==> images/met3.png <==
Bar = 20 um.
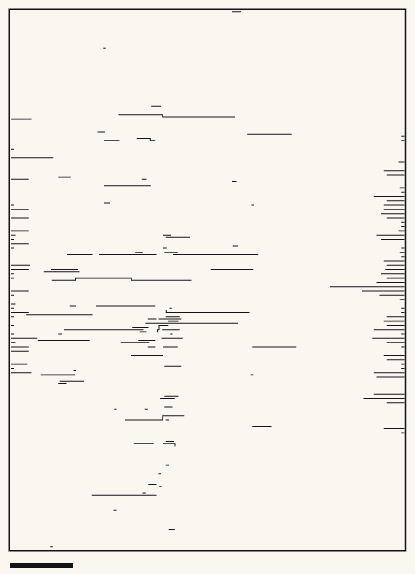
==> images/port_nets.png <==
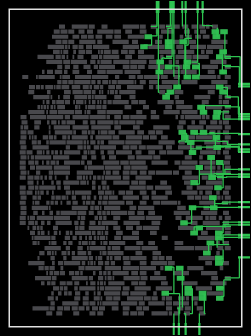
==> images/final_placement.png <==
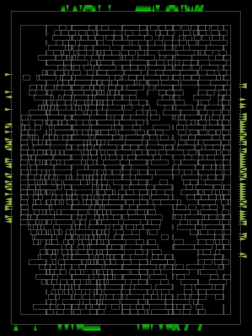
==> images/density.png <==
The die is cut into 12 by 17 equal tiles; black is low, pale yellow is high, 0 to 100% covered.
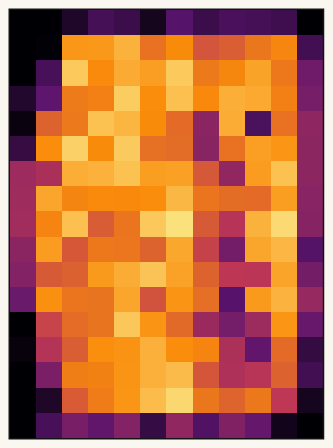
File: src/rtl/fetch_unit.sv
// Instruction fetch unit: in-order request issue, 2-entry response buffer, redirect flush/discard.
// Optional FETCH_MISALIGN_TRAP_EN: misaligned redirect targets yield a fault-marker entry and halt fetch.
module fetch_unit #(
  parameter logic [31:0] RESET_PC = 32'h0000_0000
) (
  input  logic        clk_i,
  input  logic        rst_i,
  output logic        imem_req_o,
  output logic [31:0] imem_addr_o,
  input  logic        imem_gnt_i,
  input  logic        imem_rvalid_i,
  input  logic [31:0] imem_rdata_i,
  input  logic        redirect_i,
  input  logic [31:0] redirect_pc_i,
  output logic        instr_valid_o,
  output logic [31:0] instr_o,
  output logic [31:0] pc_o,
  input  logic        instr_ready_i,
  output logic        misalign_o
);

  localparam logic [31:0] NOP = 32'h0000_0013;

  typedef enum logic [1:0] {BOOT, RUN, DRAIN} state_e;

  typedef struct packed {
    logic [31:0] instr;
    logic [31:0] pc;
    logic        mis;
  } entry_t;

  state_e      state_q, state_d;
  logic [31:0] fpc_q, fpc_d;
  logic [31:0] rpc_q, rpc_d;
  logic [1:0]  out_q, out_d;
  logic [1:0]  disc_q, disc_d;
  logic [1:0]  cnt_q, cnt_d;
  logic        halt_q, halt_d;
  entry_t      fifo_q [2];
  entry_t      fifo_d [2];

  logic [31:0] tgt;
  logic        misaligned;
  logic        pop, push, fire;
  logic [2:0]  load;
  logic [1:0]  wr_idx;

`ifdef FETCH_MISALIGN_TRAP_EN
  assign tgt        = redirect_pc_i;
  assign misaligned = |redirect_pc_i[1:0];
`else
  logic unused_pc_lsb;
  assign tgt           = {redirect_pc_i[31:2], 2'b00};
  assign misaligned    = 1'b0;
  assign unused_pc_lsb = ^redirect_pc_i[1:0];
`endif

  assign instr_valid_o = (cnt_q != 2'd0);
  assign instr_o       = instr_valid_o ? fifo_q[0].instr : NOP;
  assign pc_o          = fifo_q[0].pc;
  assign misalign_o    = instr_valid_o & fifo_q[0].mis;

  // A same-cycle pop frees a slot, which keeps back-to-back fetch at full rate.
  assign pop         = instr_valid_o & instr_ready_i;
  assign load        = {1'b0, out_q} + {1'b0, cnt_q} - {2'b00, pop};
  assign imem_req_o  = (state_q != BOOT) && !halt_q && (load < 3'd2);
  assign imem_addr_o = fpc_q;
  assign fire        = imem_req_o & imem_gnt_i;
  assign push        = imem_rvalid_i && (disc_q == 2'd0);
  assign wr_idx      = cnt_q - {1'b0, pop};

  always_comb begin
    state_d = state_q;
    fpc_d   = fire ? fpc_q + 32'd4 : fpc_q;
    rpc_d   = rpc_q;
    out_d   = out_q + {1'b0, fire} - {1'b0, imem_rvalid_i};
    disc_d  = disc_q;
    cnt_d   = cnt_q;
    halt_d  = halt_q;
    fifo_d  = fifo_q;

    if (redirect_i) begin
      // Everything still in flight after this edge, including a same-cycle grant, is discarded.
      cnt_d   = 2'd0;
      disc_d  = out_d;
      state_d = (out_d != 2'd0) ? DRAIN : RUN;
      fpc_d   = tgt;
      rpc_d   = tgt;
      halt_d  = 1'b0;
      if (misaligned) begin
        halt_d    = 1'b1;
        fifo_d[0] = '{instr: NOP, pc: tgt, mis: 1'b1};
        cnt_d     = 2'd1;
      end
    end else begin
      if (imem_rvalid_i && (disc_q != 2'd0))
        disc_d = disc_q - 2'd1;
      if (pop)
        fifo_d[0] = fifo_q[1];
      if (push) begin
        if (wr_idx == 2'd0)
          fifo_d[0] = '{instr: imem_rdata_i, pc: rpc_q, mis: 1'b0};
        else
          fifo_d[1] = '{instr: imem_rdata_i, pc: rpc_q, mis: 1'b0};
        rpc_d = rpc_q + 32'd4;
      end
      cnt_d = cnt_q - {1'b0, pop} + {1'b0, push};
      unique case (state_q)
        BOOT:       state_d = RUN;
        RUN, DRAIN: state_d = (disc_d != 2'd0) ? DRAIN : RUN;
        default:    state_d = RUN;
      endcase
    end
  end

  always_ff @(posedge clk_i or posedge rst_i) begin
    if (rst_i) begin
      state_q <= BOOT;
      fpc_q   <= RESET_PC;
      rpc_q   <= RESET_PC;
      out_q   <= '0;
      disc_q  <= '0;
      cnt_q   <= '0;
      halt_q  <= 1'b0;
      for (int unsigned i = 0; i < 2; i++)
        fifo_q[i] <= '{instr: NOP, pc: RESET_PC, mis: 1'b0};
    end else begin
      state_q <= state_d;
      fpc_q   <= fpc_d;
      rpc_q   <= rpc_d;
      out_q   <= out_d;
      disc_q  <= disc_d;
      cnt_q   <= cnt_d;
      halt_q  <= halt_d;
      fifo_q  <= fifo_d;
    end
  end

endmodule

File: config.mk
export PLATFORM = sky130hd
export DESIGN_NAME = fetch_unit
export DESIGN_NICKNAME = d
export VERILOG_FILES = /design/src/rtl/fetch_unit.sv
export SDC_FILE = /design/constraint.sdc
export NUM_CORES = 1
export LEC_CHECK = 0
export ABC_CLOCK_PERIOD_IN_PS = 8500
export CAP_MARGIN = 25
export CORE_ASPECT_RATIO = 1.4
export CORE_MARGIN = 5
export CORE_UTILIZATION = 55
export CTS_BUF_LIST = sky130_fd_sc_hd__clkbuf_2 sky130_fd_sc_hd__clkbuf_4 sky130_fd_sc_hd__clkbuf_8
export DETAILED_ROUTE_END_ITERATION = 6
export GPL_TIMING_DRIVEN = 1
export PLACE_DENSITY = 0.82
export SLEW_MARGIN = 20
export SYNTH_ARGS = -nofsm -noshare
export SYNTH_HDL_FRONTEND = slang
export SYNTH_SLANG_ARGS = --single-unit
File: constraint.sdc
create_clock -name clk_i -period 8.5 [get_ports clk_i]
set_input_delay 1.7 -clock clk_i [delete_from_list [all_inputs] [get_ports clk_i]]
set_output_delay 1.7 -clock clk_i [all_outputs]
set_load 0.02 [all_outputs]
==> impl.org <==
#+TITLE: Flow metrics

** Finish
- Register with the highest flop count :: fifo_q
- The library cells used most frequently in the layout, excluding fill and tap cells, are 197 x sky130_fd_sc_hd__mux2_2, 189 x sky130_fd_sc_hd__dfrtp_1, 163 x sky130_fd_sc_hd__clkdlybuf4s50_1.
- From synthesis to final layout, the design area changed by 19.51%.
- Non-clock inverters :: 20
- In the final layout, flip-flops and latches occupy 0.004887 mm^2.
- Fraction of layout cells with a size suffix above 1 :: 25.97%
- Multi-Input Combinational :: 584
- Sequential cell count :: 195

** Place
- Summed over all nets, the half-perimeter wirelength after detailed placement is 15350 um.
- Last weighted congestion value of the routability-driven placer :: 0.8611

** Route
- Once detail routing completed, the nets flagged for antenna violations numbered 0.
- Wire length on met1 :: 9461 um

** Synthesis
- Post-synthesis xor/xnor area fraction :: 2.055%
- Number of synthesis warnings :: 0
- Proportion of synthesized chip area in sequential cells :: 48.07%
- Basic Gates by Area :: 14.86%

** GRT
- Across every metal layer, demand over resource in global routing totals 21.20%.
- The number of antenna violations at the first check in global routing was 0.
- Most used routing layer :: met2

** Power
- Top power group :: registers
- Sequential cells burn 44.5% of the power.
- Power in sequential cells :: 1340 uW

** Worst setup path
- Max fanout on the critical path was recorded as 10.
- CP required :: 6800 ps
- Sort of element at the end of the critical path :: primary output

** Die
- Per the OpenROAD floorplan log, the width of the die is 124.9 um.

** Hold path
- Checking hold timing, the worst path is listed with class register to register.

** Run status
- Outcome :: completed

** Clocking
- Gates resized, CTS repair :: 0

** Final timing
- Number of failing setup endpoints in the final timing report :: 0
- The transition time recorded at the tightest slew-check pin is 964.9 ps.
Back to the opening pictures, met3.png:
- nets with wire on the layer: 130
- share of all routed wire: 4.2%
- wire length on this layer: 944 um
- longest straight run: 29.0 um
- main direction: horizontal
met3 track utilization from global routing: 3.373%
Post-Route WL: 22400 um

Back to the opening pictures, port_nets.png:
- green: imem_rdata_i (direction input; edge 19 east, 9 north, 4 south; end cells 64; buffers 32; wire 1060 um)
I/O pins: 169
number of buffers inserted by port buffering: 164

Back to the opening pictures, final_placement.png:
placeable core region: 0.01807 mm^2
total of fill cells in the finished design: 1385
Final Core Density: 67.23%
post-layout instance count excluding filler cells: 1245

Back to the opening pictures, density.png:
- tiles over 75% full: 31%
- nearly empty tiles: 5.9%
- mean over tiles: 56%

==> final timing paths <==
| check | start | endpoint | slack, ps |
|---|---|---|---|
| min in group asynchronous | rst_i | fifo_q[47] | 1800 |
| setup reg to reg | cnt_q[1] | state_q[0] | 5220 |
| max in group asynchronous | rst_i | fifo_q[120] | 5510 |
| setup / recovery | instr_ready_i | imem_req_o | 2700 |
| hold / removal | fifo_q[65] | fifo_q[65] | 490 |
| hold reg to reg | fifo_q[65] | fifo_q[65] | 490 |
==> per-stage QoR <==
step           setup slack (ps)  total power, uW  util [%]  cell area [um^2]
2_1_floorplan              1498             2141         -             10170
3_3_place_gp               2707             2403     64.91             11730
3_5_place_dp               2728             2446     64.91             11730
4_1_cts                    2706             3045     67.08             12120
5_1_grt                    2574             3197     67.23             12150
6_report                   2702             3011     67.23             12150
No activity file was given, so power comes from the tool's default toggle rates.
